**src/rtl/mips_pkg.sv**
```systemverilog
// ============================================================================
// Module      : mips_pkg
// Description : Shared types and width defaults for the pipelined MIPS core
//               memory stage.
// Revision    : 1.0 - initial release
// ============================================================================
`timescale 1ns/1ps
`default_nettype none

package mips_pkg;

    // Default data-memory byte address width (driven from ALUOutM)
    localparam int DEFAULT_ADDR_WIDTH = 32;
    // Default load/store data width
    localparam int DEFAULT_DATA_WIDTH = 32;

    // Memory-stage access controller states
    typedef enum logic [1:0] {
        IDLE = 2'd0,
        REQ  = 2'd1,
        WAIT = 2'd2,
        DONE = 2'd3
    } mem_state_t;

endpackage : mips_pkg

`default_nettype wire

```
**src/rtl/data_memory_access_unit.sv**
```systemverilog
// ============================================================================
// Module      : data_memory_access_unit
// Description : Memory-stage controller. Converts MemReadM/MemWriteM into a
//               request/grant/response transaction on a wait-stated data
//               memory port, stalls the pipeline while the access is in
//               flight and holds the last load result on ReadDataM.
// Revision    : 1.0 - initial release
// ============================================================================
`timescale 1ns/1ps
`default_nettype none

module data_memory_access_unit
    import mips_pkg::*;
#(
    parameter int ADDR_WIDTH = DEFAULT_ADDR_WIDTH,
    parameter int DATA_WIDTH = DEFAULT_DATA_WIDTH
) (
    input  logic                  CLK,
    input  logic                  RST,
    input  logic                  MemReadM,
    input  logic                  MemWriteM,
    input  logic [ADDR_WIDTH-1:0] ALUOutM,
    input  logic [DATA_WIDTH-1:0] WriteDataM,
    output logic [DATA_WIDTH-1:0] ReadDataM,
    output logic                  StallM,
    output logic                  AlignErrM,
    output logic                  DMemReq,
    output logic                  DMemWe,
    output logic [ADDR_WIDTH-1:0] DMemAddr,
    output logic [DATA_WIDTH-1:0] DMemWData,
    input  logic                  DMemGnt,
    input  logic                  DMemRValid,
    input  logic [DATA_WIDTH-1:0] DMemRData
);

    mem_state_t            r_state;
    mem_state_t            w_next_state;

    // Request fields captured on acceptance so the port stays stable until grant
    logic [ADDR_WIDTH-1:0] r_addr;
    logic [DATA_WIDTH-1:0] r_wdata;
    logic                  r_we;

    logic                  w_access;
    logic                  w_aligned;
    logic                  w_latch;
    logic                  w_capture;

    assign w_access  = MemReadM | MemWriteM;
    assign w_aligned = (ALUOutM[1:0] == 2'b00);

    // Stall is visible in the very first cycle of the access; DONE releases it
    assign StallM    = w_access & (r_state != DONE);

    assign DMemAddr  = r_addr;
    assign DMemWData = r_wdata;
    assign DMemWe    = r_we;

    // Next-state and per-state control decode
    always_comb begin
        w_next_state = r_state;
        w_latch      = 1'b0;
        w_capture    = 1'b0;
        AlignErrM    = 1'b0;
        DMemReq      = 1'b0;
        unique case (r_state)
            IDLE: begin
                if (w_access) begin
                    if (w_aligned) begin
                        w_latch      = 1'b1;
                        w_next_state = REQ;
                    end else begin
                        // Misaligned word access is dropped; no request issued
                        AlignErrM    = 1'b1;
                        w_next_state = DONE;
                    end
                end
            end
            REQ: begin
                DMemReq = 1'b1;
                if (DMemGnt) begin
                    w_next_state = r_we ? DONE : WAIT;
                end
            end
            WAIT: begin
                if (DMemRValid) begin
                    w_capture    = 1'b1;
                    w_next_state = DONE;
                end
            end
            DONE: begin
                // Pipeline advances at this edge; next instruction starts fresh
                w_next_state = IDLE;
            end
            default: begin
                w_next_state = IDLE;
            end
        endcase
    end

    // State register; reset overrides every transition
    always_ff @(posedge CLK) begin
        if (RST) begin
            r_state <= IDLE;
        end else begin
            r_state <= w_next_state;
        end
    end

    // Request capture and load-result register
    always_ff @(posedge CLK) begin
        if (RST) begin
            r_addr    <= '0;
            r_wdata   <= '0;
            r_we      <= 1'b0;
            ReadDataM <= '0;
        end else begin
            if (w_latch) begin
                r_addr  <= ALUOutM;
                r_wdata <= WriteDataM;
                r_we    <= MemWriteM;
            end
            if (w_capture) begin
                ReadDataM <= DMemRData;
            end
        end
    end

endmodule : data_memory_access_unit

`default_nettype wire

```
**config.mk**
```make
export PLATFORM = sky130hd
export DESIGN_NAME = data_memory_access_unit
export DESIGN_NICKNAME = d
export VERILOG_FILES = /design/src/rtl/mips_pkg.sv /design/src/rtl/data_memory_access_unit.sv
export SDC_FILE = /design/constraint.sdc
export NUM_CORES = 1
export LEC_CHECK = 0
export CORE_AREA = 8 8 109 111
export CTS_BUF_LIST = sky130_fd_sc_hd__clkbuf_4
export DETAILED_ROUTE_END_ITERATION = 10
export DIE_AREA = 0 0 117 119
export PLACE_DENSITY = 0.78
export SETUP_SLACK_MARGIN = 0.1
export SYNTH_ARGS = -nofsm -noshare
export SYNTH_HDL_FRONTEND = slang
export SYNTH_SLANG_ARGS = --single-unit
```
**constraint.sdc**
```tcl
create_clock -name CLK -period 1.61 [get_ports CLK]
set_input_delay 0.322 -clock CLK [delete_from_list [all_inputs] [get_ports CLK]]
set_output_delay 0.322 -clock CLK [all_outputs]
set_load 0.05 [all_outputs]
```
==> changes_impl.md <==
### Metrics

* Outcome: finished with violations
* Violated checks: negative setup slack
* Grt peak-use layer: met2
* Final Wtd Congestion at ~0.8
* Crit Path Class: flop to flop
* Critical Path RT at around 2.0 ns
* Worst Path Arrival at between 2 and 2.5 ns
* Reg power frac at a little over a third
* Peak VDD IR at ~0.00061 V
* Max-Cap Viols at 0
* H-tree Lvls at 3
* Clock power share at roughly a fifth
* Final hold vios at 0
* WHS Endpoint: DMemAddr[12]
* Int Power at between 4 and 5 mW
* HP Class: primary input to flop
* R2R Setup Slk at -0.20 ns
* Unrepaired setup endpoints after global routing: yes
* Slowest stage delay, CP at roughly 0.36 ns
* Aoi share at roughly 15%
* Buf/Inv on CP at 7
* Final setup vio count at roughly 70
* Cts repair resizes at around 79
* Root Buffer: clkbuf_4
* Comb area share at 25.9%
* Top cells by count, synth: nand2_1 (192), dfxtp_1 (99), a21oi_1 (96)
* Origin of the worst setup path: r_state[0]
* Sw power at 3.03 mW
* Multiplexer share at 0%
* Clock transition at path regs at 0.16 ns
* Sw frac at approximately two fifths
* Met2 wire len at ~6700 µm
* Ys cells at approximately 450
* Adder-cell share of the synthesized area at around 1.8%
* Comb area at between 1500 and 2000 µm²
* M1 GR Usage at approximately a fifth
* Pwr dens at 1200 nW/µm²
* Post-synthesis sequential area ratio at ~56%
* Post-layout period usage at 113%
* Met3 Wirelength at around 1500 µm
* Pin count of the biggest net entering global routing at roughly 100
* Yosys top cell by area: dfxtp_1
* R2R Path Start: r_state[0]
* Synth top area share at approximately 56%
* MI comb cells at between 300 and 400
* Layout Cells excl Fill at approximately 820
* Die outline width at 117 µm
* Post-route antenna net violation count at 0
* Bufs w/o clock at between 200 and 300
* First-pass GRT wire length at between 20000 and 25000 µm
* Post-DP Area at between 5000 and 6000 µm²
* M1 wire length at about 5000 µm
* Fp_density at a little over a third
* Yosys top cell by instances: nand2_1
* CTS buffer count at 9
* Worst setup SP type: flop
* Worst-Margin Slew at between 0.4 and 0.5 ns
* Signal buf overhead at 38.6%
* Crit path top cell by count: buf_6
* CP Cell Sequence: inv_2 -> ha_4 -> o21ai_2 -> buf_6 -> buf_6 -> nor3_4 -> buf_4 -> buf_6 -> buf_12 -> buf_16 -> nand2_1 -> a21oi_2
* M2 GR Usage at between 30% and 40%
* Clock buffer count at 9
* Top cells by area: dfxtp_1 (56%), nand2_1 (20%), a21oi_1 (13%)
* Worst hold slack at about 0.40 ns
* Cell Type Count at 22
* Top cell excl fill/tap: nand2_1
* Largest cell class: buffers
* Comb pwr at about 3.6 mW
* Synthesis-stage register bit count at slightly below 100
* Final setup margin at -0.203 ns
* DRT Pass-1 Iters at 4
* Mean post-synth cell area at roughly 8 µm²
* WL/cell at roughly 17 µm
* Fin nets at between 700 and 800
* Crit path to: DMemWData[12]
* Fill cell count at about 800
-- worst register-to-register path, delay by kind of cell, from the launching register on --
family	cells	cell delay, ns
flops	1	0.36
fa+ha+maj	1	0.14
simple gates	2	0.29
buf+inv	7	0.80
compound gates	2	0.18
-- registers in the layout (all words and copies together), names as in the netlist --
| register | count |
|---|---|
| r_state | 2 |
| DMemWData | 32 |
| DMemWe | 1 |
| ReadDataM | 32 |
| DMemAddr | 32 |
-- cells by family (layout without fill, tap and decap cells) --
| group | Yosys count | count (layout) |
|---|---|---|
| and+or+nand+nor | 205 | 205 |
| AOI/OAI and AO/OA | 101 | 101 |
| DFF | 99 | 99 |
| buffers and inverters | 35 | 271 |
| adders and majority gates | 5 | 5 |
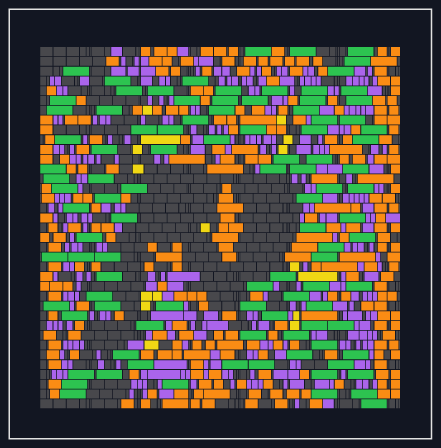
Fig. 1. Placement by cell class.
Fill, decap, tap and diode cells in grey.
yellow -> clock drivers and dummy loads  # cells 16, share of their area 2.6%
orange -> other buffers and delay cells  # cells 252, share of their area 40%
green -> flops  # cells 99, share of their area 31%
purple -> combinational and other logic  # cells 314, share of their area 27%
Final Core Density: 65.3%
Final Cell Area: 6590 µm²
sequential cell area share: 30.1%
Std-Cell Rows: 37

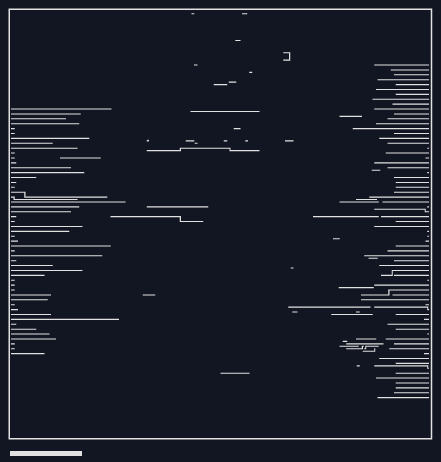
Fig. 2. Signal wires on met3.
Scale bar: 20 µm.
nets with wire on the layer = 142
share of all routed wire = 11%
longest straight run = 31.5 µm
wire length on this layer = 1500 µm
main direction = horizontal
final wirelength: 13600 µm
met3 GRT Util: 6.37%

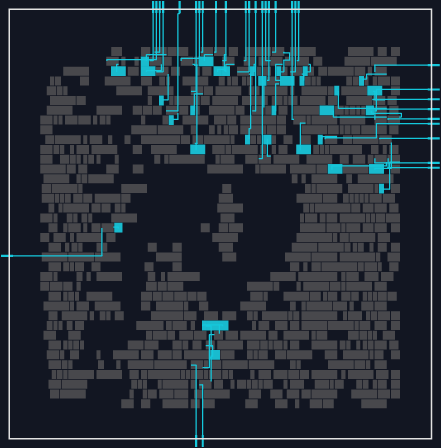
Fig. 3. Port wiring.
cyan -> ALUOutM  # bits 32, direction input, edge 20 north, 9 east, 2 south, 1 west, end cells 33, buffers 34, wire 928 µm
PortBufs: 201
Top Ports: 202

Power and IR drop assume default switching activity.
